$ cat config.mk
export PLATFORM = sky130hd
export DESIGN_NAME = multicore_bus_arbiter
export DESIGN_NICKNAME = d
export VERILOG_FILES = /design/src/rtl/multicore_bus_arbiter.sv
export SDC_FILE = /design/constraint.sdc
export NUM_CORES = 1
export LEC_CHECK = 0
export ABC_AREA = 1
export CELL_PAD_IN_SITES_DETAIL_PLACEMENT = 0
export CELL_PAD_IN_SITES_GLOBAL_PLACEMENT = 1
export CORE_AREA = 2 2 194 196
export CTS_CLUSTER_SIZE = 30
export DETAILED_ROUTE_END_ITERATION = 8
export DIE_AREA = 0 0 196 198
export MAX_ROUTING_LAYER = met4
export PLACE_DENSITY = 0.81
export SYNTH_ARGS = -nofsm -noshare
export SYNTH_HDL_FRONTEND = slang
export SYNTH_SLANG_ARGS = --single-unit
$ cat constraint.sdc
create_clock -name CLK -period 1.9 [get_ports CLK]
set_input_delay 0.285 -clock CLK [delete_from_list [all_inputs] [get_ports CLK]]
set_output_delay 0.285 -clock CLK [all_outputs]
set_load 0.02 [all_outputs]
$ cat src/rtl/multicore_bus_arbiter.sv
// multicore_bus_arbiter: bus controller and coherence arbiter that connects
// NCORES instruction/data cache pairs to a single RAM port.
// Round-robin arbitration per request class (writeback > coherent miss >
// ifetch), snoop broadcast, and cache-to-cache transfer that updates RAM
// in the same cycles.
// Optional feature macro: BUS_STATS_EN adds the stat_c2c / stat_wb counters.
module multicore_bus_arbiter #(
  parameter int NCORES = 2,
  parameter int WORDS  = 2,
  parameter int AW     = 32,
  parameter int DW     = 32
) (
  input  logic                 CLK,
  input  logic                 RST,
  input  logic [NCORES-1:0]    iREN,
  input  logic [NCORES*AW-1:0] iaddr,
  output logic [NCORES-1:0]    iwait,
  output logic [NCORES*DW-1:0] iload,
  input  logic [NCORES-1:0]    dREN,
  input  logic [NCORES-1:0]    dWEN,
  input  logic [NCORES*AW-1:0] daddr,
  input  logic [NCORES*DW-1:0] dstore,
  output logic [NCORES-1:0]    dwait,
  output logic [NCORES*DW-1:0] dload,
  input  logic [NCORES-1:0]    cctrans,
  input  logic [NCORES-1:0]    ccwrite,
  output logic [NCORES-1:0]    ccwait,
  output logic [NCORES-1:0]    ccinv,
  output logic [NCORES*AW-1:0] ccsnoopaddr,
  output logic                 ramREN,
  output logic                 ramWEN,
  output logic [AW-1:0]        ramaddr,
  output logic [DW-1:0]        ramstore,
  input  logic [DW-1:0]        ramload,
  input  logic [1:0]           ramstate
`ifdef BUS_STATS_EN
  ,
  output logic [31:0]          stat_c2c,
  output logic [31:0]          stat_wb
`endif
);

  localparam int CW  = (NCORES > 1) ? $clog2(NCORES) : 1;
  localparam int WCW = (WORDS > 1) ? $clog2(WORDS) : 1;
  localparam logic [1:0] RAM_ACCESS = 2'd2;

  typedef enum logic [2:0] {
    S_IDLE   = 3'd0,
    S_WB     = 3'd1,
    S_SNOOP  = 3'd2,
    S_LD     = 3'd3,
    S_C2C    = 3'd4,
    S_IFETCH = 3'd5
  } state_t;

  state_t            state_q, state_d;
  logic [CW-1:0]     rr_q, rr_d;
  logic [CW-1:0]     g_q, g_d;
  logic [CW-1:0]     s_q, s_d;
  logic [WCW-1:0]    cnt_q, cnt_d;
  logic [NCORES-1:0] ack_q, ack_d;
  logic [NCORES-1:0] dirty_q, dirty_d;

  logic              acc_s;
  logic              last_s;
  logic              done_s;
  logic [NCORES-1:0] own_s;
  logic [NCORES-1:0] miss_req_s;
  logic [NCORES-1:0] ack_now_s;
  logic [NCORES-1:0] dirty_now_s;

  // First requester at or after ptr, wrapping around the core ring.
  function automatic logic [CW-1:0] rr_pick(input logic [NCORES-1:0] req,
                                            input logic [CW-1:0] ptr);
    int idx;
    rr_pick = '0;
    for (int i = NCORES - 1; i >= 0; i--) begin
      idx = (int'(ptr) + i) % NCORES;
      if (req[idx]) rr_pick = CW'(idx);
    end
  endfunction

  // Lowest set bit index; used to choose the supplying snooper.
  function automatic logic [CW-1:0] lowest(input logic [NCORES-1:0] v);
    lowest = '0;
    for (int k = NCORES - 1; k >= 0; k--) begin
      if (v[k]) lowest = CW'(k);
    end
  endfunction

  // ERROR and BUSY both stall; only ACCESS moves a word.
  assign acc_s       = (ramstate == RAM_ACCESS);
  assign last_s      = (cnt_q == WCW'(WORDS - 1));
  assign own_s       = NCORES'(1) << g_q;
  assign miss_req_s  = cctrans & dREN;
  assign ack_now_s   = ack_q | (cctrans & ~own_s) | own_s;
  assign dirty_now_s = dirty_q | (cctrans & ccwrite & ~own_s);

  // Next-state, bookkeeping and all bus outputs for the current phase.
  always_comb begin
    state_d     = state_q;
    rr_d        = rr_q;
    g_d         = g_q;
    s_d         = s_q;
    cnt_d       = cnt_q;
    ack_d       = ack_q;
    dirty_d     = dirty_q;
    done_s      = 1'b0;
    iwait       = '1;
    iload       = '0;
    dwait       = '1;
    dload       = '0;
    ccwait      = '0;
    ccinv       = '0;
    ccsnoopaddr = '0;
    ramREN      = 1'b0;
    ramWEN      = 1'b0;
    ramaddr     = '0;
    ramstore    = '0;
    case (state_q)
      S_IDLE: begin
        if (|dWEN) begin
          g_d     = rr_pick(dWEN, rr_q);
          state_d = S_WB;
        end else if (|miss_req_s) begin
          g_d     = rr_pick(miss_req_s, rr_q);
          state_d = S_SNOOP;
        end else if (|iREN) begin
          g_d     = rr_pick(iREN, rr_q);
          state_d = S_IFETCH;
        end else begin
          state_d = S_IDLE;
        end
      end
      S_WB: begin
        ramWEN      = 1'b1;
        ramaddr     = daddr[g_q*AW +: AW];
        ramstore    = dstore[g_q*DW +: DW];
        dwait[g_q]  = ~acc_s;
        ccwait      = ~own_s;
        done_s      = acc_s & last_s;
      end
      S_SNOOP: begin
        ccwait = ~own_s;
        ccinv  = ~own_s & {NCORES{ccwrite[g_q]}};
        for (int k = 0; k < NCORES; k++) begin
          if (k != int'(g_q)) ccsnoopaddr[k*AW +: AW] = daddr[g_q*AW +: AW];
        end
        ack_d   = ack_now_s;
        dirty_d = dirty_now_s;
        if (&ack_now_s) begin
          if (|dirty_now_s) begin
            s_d     = lowest(dirty_now_s);
            state_d = S_C2C;
          end else begin
            state_d = S_LD;
          end
        end else begin
          state_d = S_SNOOP;
        end
      end
      S_LD: begin
        ramREN                = 1'b1;
        ramaddr               = daddr[g_q*AW +: AW];
        dload[g_q*DW +: DW]   = ramload;
        dwait[g_q]            = ~acc_s;
        ccwait                = ~own_s;
        done_s                = acc_s & last_s;
      end
      S_C2C: begin
        ramWEN                = 1'b1;
        ramaddr               = daddr[s_q*AW +: AW];
        ramstore              = dstore[s_q*DW +: DW];
        dload[g_q*DW +: DW]   = dstore[s_q*DW +: DW];
        dwait[g_q]            = ~acc_s;
        dwait[s_q]            = ~acc_s;
        done_s                = acc_s & last_s;
      end
      S_IFETCH: begin
        ramREN                = 1'b1;
        ramaddr               = iaddr[g_q*AW +: AW];
        iload[g_q*DW +: DW]   = ramload;
        iwait[g_q]            = ~acc_s;
        done_s                = acc_s;
      end
      default: begin
        state_d = S_IDLE;
      end
    endcase
    if (done_s) begin
      state_d = S_IDLE;
      rr_d    = (g_q == CW'(NCORES - 1)) ? '0 : g_q + 1'b1;
      cnt_d   = '0;
      ack_d   = '0;
      dirty_d = '0;
    end else if (acc_s && (state_q == S_WB || state_q == S_LD || state_q == S_C2C)) begin
      cnt_d = cnt_q + 1'b1;
    end else begin
      cnt_d = cnt_d;
    end
  end

  // Controller state registers; reset abandons any partial block.
  always_ff @(posedge CLK or posedge RST) begin
    if (RST) begin
      state_q <= S_IDLE;
      rr_q    <= '0;
      g_q     <= '0;
      s_q     <= '0;
      cnt_q   <= '0;
      ack_q   <= '0;
      dirty_q <= '0;
    end else begin
      state_q <= state_d;
      rr_q    <= rr_d;
      g_q     <= g_d;
      s_q     <= s_d;
      cnt_q   <= cnt_d;
      ack_q   <= ack_d;
      dirty_q <= dirty_d;
    end
  end

`ifdef BUS_STATS_EN
  logic [31:0] stat_c2c_q, stat_wb_q;

  // Saturating counts of completed C2C and writeback transactions.
  always_ff @(posedge CLK or posedge RST) begin
    if (RST) begin
      stat_c2c_q <= 32'd0;
      stat_wb_q  <= 32'd0;
    end else begin
      if (done_s && state_q == S_C2C && stat_c2c_q != 32'hFFFF_FFFF)
        stat_c2c_q <= stat_c2c_q + 32'd1;
      if (done_s && state_q == S_WB && stat_wb_q != 32'hFFFF_FFFF)
        stat_wb_q <= stat_wb_q + 32'd1;
    end
  end

  assign stat_c2c = stat_c2c_q;
  assign stat_wb  = stat_wb_q;
`endif

endmodule
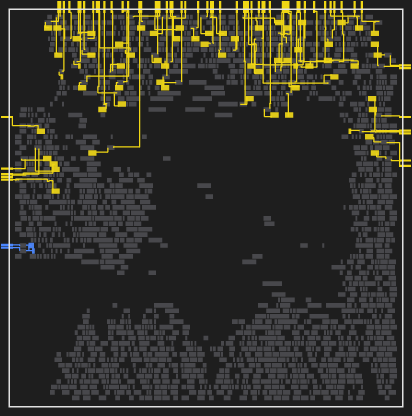
(images/port_trees.png)
Drawn at 2 px/µm.
| port | colour | bits | direction | end cells | buffers | wire |
|---|---|---|---|---|---|---|
| iREN | blue | 2 | input | 3 | 2 | 19.5 µm |
| ccsnoopaddr | yellow | 64 | output | 64 | 64 | 2020 µm |

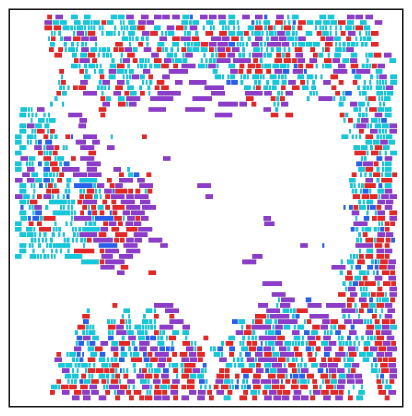
(images/sizing.png)
Drawn at 2 px/µm.
| size | colour | cells |
|---|---|---|
| x3 and x4 | red | 390 |
| x2 | blue | 107 |
| x1 and smaller | cyan | 944 |
| x6 and larger | purple | 346 |

==> run notes <==
## Detailed routing
• 9965 — number of vias in the routed layout
• met4 — max layer used
• 4.41 — via count normalized by instance count
• 0 — post-detailed-route DRC marker count
• 43400 µm — detailed-route wire length

## Placement
• 0.949 — global placement routability congestion
• -557 ps — Placement Setup Slack
• 27200 µm — half-perimeter wire length after detailed placement
• 503 — PortBufs

## STA
• 2180 ps — clock period minus worst slack
• 258 — Setup Viol. Count Final
• 0.701 — headroom to the max-slew limit
• 0 — count of final hold-check violations
• 4.00 ps — post-route clock skew
• -283 ps — fin worst setup slack
• 1.15 — ratio of final minimum period to clock period
• 0 — number of pins exceeding their max-slew limit in the final report

## Layout
• 5260 µm² — Comb gate area
• 0.0182 — flop share of the area
• 181 — inverter count of the layout excluding clock inverters
• 0.472 — fraction of layout cells with a size suffix above 1
• 219% — Area Overhead vs Synth
• 244 x sky130_fd_sc_hd__buf_6, 243 x sky130_fd_sc_hd__nand2_1, 237 x sky130_fd_sc_hd__clkdlybuf4s50_1 — most frequent logic cells in the routed design
• 0 — n_diodes
• 3 — number of flip-flops in the largest register
• 283 µm² — FF/Latch Area
• state_q: 3 flops, ack_q: 2 flops, dirty_q: 2 flops — Regs by FF count
• non-clock buffers — largest class
• state_q — register with the most flip-flops

## Pwr
• 1250 nW/µm² — Cell Pwr Density
• combinational cells — group drawing the most power
• 0.389 mW — clock-net power
• 18.5 mW — Power Combinational
• 0.522 — Sw Share
• 9.27 mW — design internal power
• 10.1 mW — switching power total
• 0.020 — Clock power frac
• 0.955 — combinational share of power

## CTS
• 0 — total of hold buffers inserted after clock tree synthesis
• 11 — sink count of the clock tree
• sky130_fd_sc_hd__clkbuf_16 — clock root cell
• 1 — H-tree depth reported by CTS

## Floorplan
• 504 — top-level I/O count
• 37000 µm² — standard cell core area
• 0.132 — Core Density at Floorplan
• 198 µm — Die Y-Extent

## Yosys
• 11 — Post-synth regs
• 22 — number of different library cells in the post-synthesis netlist
• 1072 — number of standard cells reported by yosys
• 4.53 µm² — average size of a mapped cell
• 0 — count of library flops with an enable pin

## Worst hold path
• input pin to asynchronous set/reset pin — path class of the lowest-slack min-delay path

## Critical path
• output port — crit end category
• rr_q — worst reg2reg endpoint
• 11 — path depth of the worst reg2reg path
• 6 — highest net fanout along the worst path
• ramaddr[17] — Setup crit end
• 1620 ps — critical path required time
• state_q[1] — start of the worst register-to-register path
• flop — Setup crit start kind

## Global routing
• 57500 µm — wire length of the first global-routing pass
• 0.202 — overall track demand over capacity in global routing
• 0.327 — M2 GR Usage
• 9333 — vias in the first global route
• 0.0278 — GRT met3 Usage

## Status
• setup timing — failing checks
• complete, but fails checks — result of the run

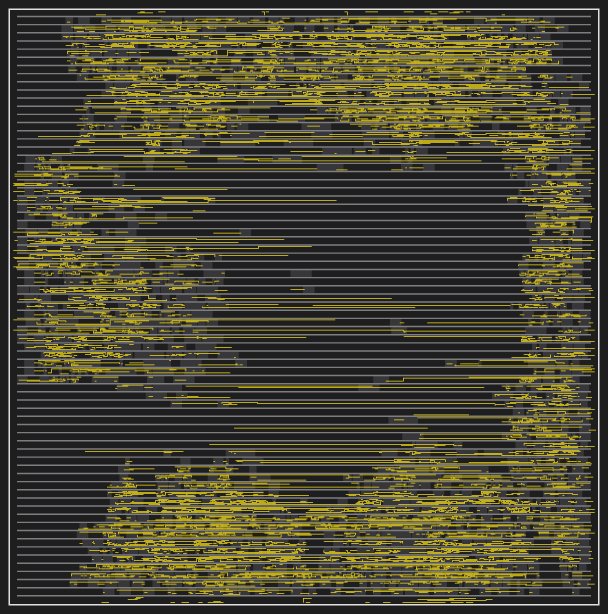
(images/m1.png)
Drawn at 3 px/µm. Supply wires on this layer in grey. Cells faint in the background.
longest straight run: 81.9 µm
nets with wire on the layer: 1819
share of all routed wire: 43%

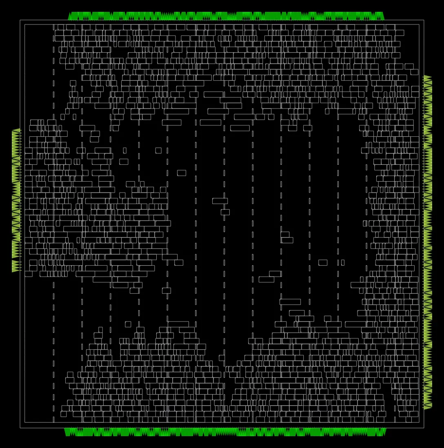
(images/placed.png)
final cell utilization of the core: 0.420
Filler Cells Inserted: 3668
Non-Filler Instances: 2261

==> synth_stat cells (4+ instances only) <==
master                       n  area share
sky130_fd_sc_hd__dfrtp_1    11       0.057
sky130_fd_sc_hd__clkbuf_1   30       0.023
sky130_fd_sc_hd__nand2_1   290        0.22
sky130_fd_sc_hd__o21ai_1    11       0.011
sky130_fd_sc_hd__buf_2      35       0.036
sky130_fd_sc_hd__inv_1     176        0.14
sky130_fd_sc_hd__o21ai_0   160        0.16
sky130_fd_sc_hd__a21oi_1    38       0.039
sky130_fd_sc_hd__buf_6       7       0.016
sky130_fd_sc_hd__nor2_1    213        0.16
sky130_fd_sc_hd__inv_2       5      0.0039
sky130_fd_sc_hd__nand4_1     4      0.0051
sky130_fd_sc_hd__o211ai_1   34       0.053
sky130_fd_sc_hd__nand3_1    42       0.043
==> metrics by stage <==
stage	std cells	TNS, ps	power (mW)
after floorplan	1072	0	6.56
after global placement	2131	-80320	13.4
after detailed placement	2131	-86250	13.4
after CTS	2236	-39510	16.8
after global routing	2261	-55410	20.4
final	2261	-38360	19.4
==> worst max-delay path, cell delays in order, from the launching register on <==
cell	delay, ps
sky130_fd_sc_hd__dfrtp_2	460
sky130_fd_sc_hd__buf_6	140
sky130_fd_sc_hd__nand3_4	100
sky130_fd_sc_hd__buf_6	140
sky130_fd_sc_hd__nand2_8	70
sky130_fd_sc_hd__buf_12	150
sky130_fd_sc_hd__buf_12	130
sky130_fd_sc_hd__o211ai_1	90
sky130_fd_sc_hd__nand3_1	190
sky130_fd_sc_hd__buf_6	180
==> cell families (layout without fill, tap and decap cells) <==
logic type             Yosys count  after routing  synth area share
and+or+nand+nor                559            559             0.453
AOI/OAI and AO/OA              244            244             0.269
buffers and inverters          258            973             0.221
DFF                             11             11            0.0566
Power figures rest on the tool's default switching activity, not on a simulated workload.
